==> config.mk <==
export PLATFORM = sky130hd
export DESIGN_NAME = fetch_pc_gen
export DESIGN_NICKNAME = d
export VERILOG_FILES = /design/src/rtl/com_pkg.sv /design/src/rtl/fetch_btb.sv /design/src/rtl/fetch_pc_gen.sv
export SDC_FILE = /design/constraint.sdc
export NUM_CORES = 1
export LEC_CHECK = 0
export CORE_UTILIZATION = 50
export CTS_BUF_LIST = sky130_fd_sc_hd__clkbuf_4 sky130_fd_sc_hd__clkbuf_8
export DETAILED_ROUTE_END_ITERATION = 7
export PLACE_DENSITY = 0.86
export SETUP_SLACK_MARGIN = 0.05
export SYNTH_ARGS = -nofsm -noshare
export SYNTH_HDL_FRONTEND = slang
export SYNTH_HIERARCHICAL = 1
export SYNTH_SLANG_ARGS = --single-unit
==> constraint.sdc <==
create_clock -name clk -period 3.75 [get_ports clk]
set_clock_uncertainty 0.15 [all_clocks]
set_input_delay 1.125 -clock clk [delete_from_list [all_inputs] [get_ports clk]]
set_output_delay 1.125 -clock clk [all_outputs]
set_load 0.03 [all_outputs]
Figure 1. Clock wires, drivers and flops.
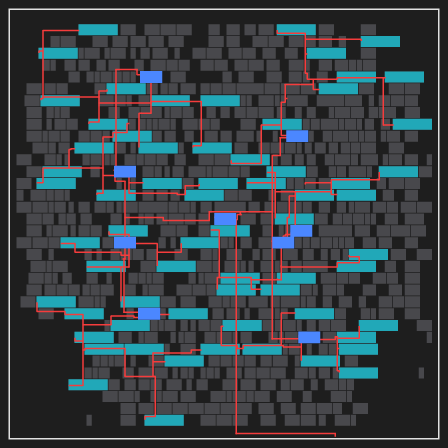
[blue] clock-net drivers | count: 9
[red] clock wires | length: 959 µm
[cyan] flip-flops | count: 65
flops lie: widely spread
Latency at later pin: 0.36 ns
clock power share: 21.7%
Power Clock: 571 µW

Figure 2. Sizing map.
Scale bar: 20 µm.
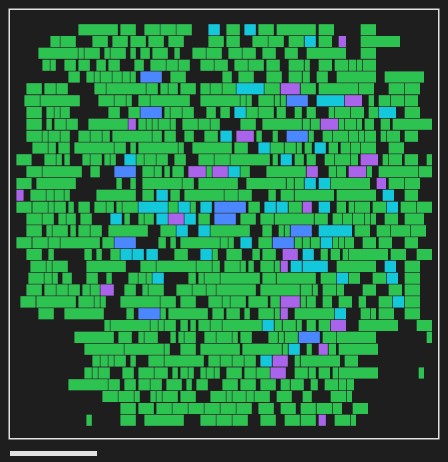
| color | size | cells | share |
|---|---|---|---|
| purple | x2 | 25 | 3.7% |
| cyan | x3 and x4 | 48 | 7.1% |
| green | x1 and smaller | 587 | 87% |
| blue | x6 and larger | 12 | 1.8% |
area grow syn2layout: 35.7%
Design Area, Final: 6300 µm²
Non-clk bufs: 168
worst setup margin: 0.0660 ns

Figure 3. Wire density map.
The die is cut into 20 by 20 equal tiles; dark blue is low, red is high, scaled to the fullest tile. Values are wire area over tile area, all layers added.
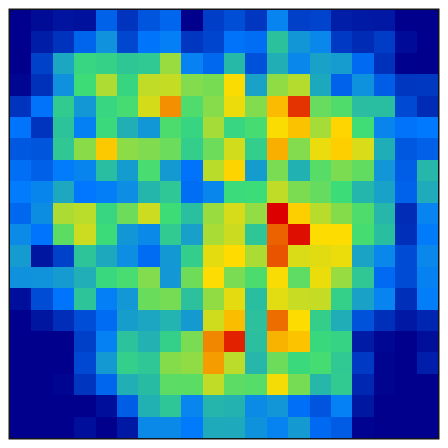
fullest tile: 0.68
emptiest ninth of the die: south-west
mean over tiles: 0.25
nearly empty tiles: 11%
tiles over half the peak: 30%
final WL: 14.5 mm
Tot GR Track Use: 30.4%
drt wl/cell: 18.6 µm
routed via count: 4,799

==> results.json <==
{
  "area_leaders": "dfrtp_1 (35%), nand2_1 (6.1%), o21ai_0 (3.8%)",
  "crit_path_start_kind": "register",
  "grt-ovfl-total": 0,
  "worstPathArrival_ns": 2.41,
  "fill_cells": 685,
  "placed_area_um2": 6100,
  "well_tap_count": 108,
  "pg_comb_mw": 1.15,
  "numCtsBuffers": 9,
  "cp_data_required_time_ns": 2.47,
  "endpoint_kind": "output pin",
  "seq_cells": 65,
  "mi_logic_area_um2": 2750,
  "final_util_pct": 71.2,
  "clock_area_share_pct": 2.88,
  "num_rows": 34,
  "antenna_found_initial": 0,
  "nets": 772,
  "grt_pass1_vias": 4633,
  "status": "finished with violations",
  "chipArea_um2": 9670,
  "warnings": 64,
  "viasPerCell": 6.15,
  "seq_share_pct": 25.8,
  "drive_above_1_share_pct": 12.6,
  "yosys.stat.seqShare_pct": 35.0,
  "syn_inst": 535,
  "netlist_area_um2": 4640,
  "sequentialPowerShare_pct": 34.8,
  "grt_pass1_wl_mm": 23.3,
  "violations": "design-rule violations",
  "rsz0062_at_grt": "yes",
  "ys_top_cells_by_count": "nand2_1 (75), dfrtp_1 (65), o21ai_0 (35), a21boi_0 (23), nor2_1 (23)",
  "cts.path.max_buffers": 2,
  "holdWs_ns": 0.334,
  "coreArea_um2": 8850,
  "synth_adder_area_share_pct": 0.270,
  "slew_headroom_pct": 23.1,
  "worst-path-max-fanout": 7,
  "htreeDepth": 3,
  "drc": 18,
  "period_minus_slack_ns": 3.68,
  "reg2reg_setup_slack_ns": 1.20,
  "dp_hpwl_mm": 10.5,
  "regArea_um2": 1630,
  "hold_viol": 0,
  "synth.cellmix.compoundShare_pct": 23.5,
  "die_w_um": 98.4,
  "edf_count": 0,
  "xor_share_pct": 5.28,
  "clock-sinks": 65,
  "avgSynthCellArea_um2": 8.68,
  "ys_chip_area_um2": 4640,
  "io_pins": 172,
  "clk_transition_reported_paths_ns": 0.08,
  "simple_gate_area_share_pct": 23.9,
  "synthMuxAreaShare_pct": 4.88,
  "tightestPinTransition_ns": 1.15,
  "leakage_nw": 2.62,
  "comb_share_pct": 43.6,
  "logic_gates": 411,
  "fp_util_pct": 52.5,
  "comb_power_share_pct": 43.5,
  "cts_tree": "built"
}
[worst max-delay path, cell delays in order, from the launching register on]
cell	delay, ns
dfrtp_1	0.51
and4_2	0.39
nand3_1	0.19
xnor2_1	0.24
clkdlybuf4s50_1	0.71
[routing by layer]
| metal | vias up | global-route usage [%] | wire (µm) | share of wire [%] |
|---|---|---|---|---|
| met5 | - | 0 | 0 | 0 |
| met3 | 36 | 4.87 | 1090 | 7.5 |
| met2 | 248 | 48.5 | 7020 | 48 |
| li1 | 2211 | - | - | - |
| met4 | 0 | 15.0 | 392 | 2.7 |
| met1 | 2304 | 40.4 | 6050 | 42 |
[repair_timing]
action	CTS	global route
resized	18	7
endpoints found under the setup margin	16	6
hold buffers	0	0
buffers inserted	0	0
Power and IR drop assume default switching activity.
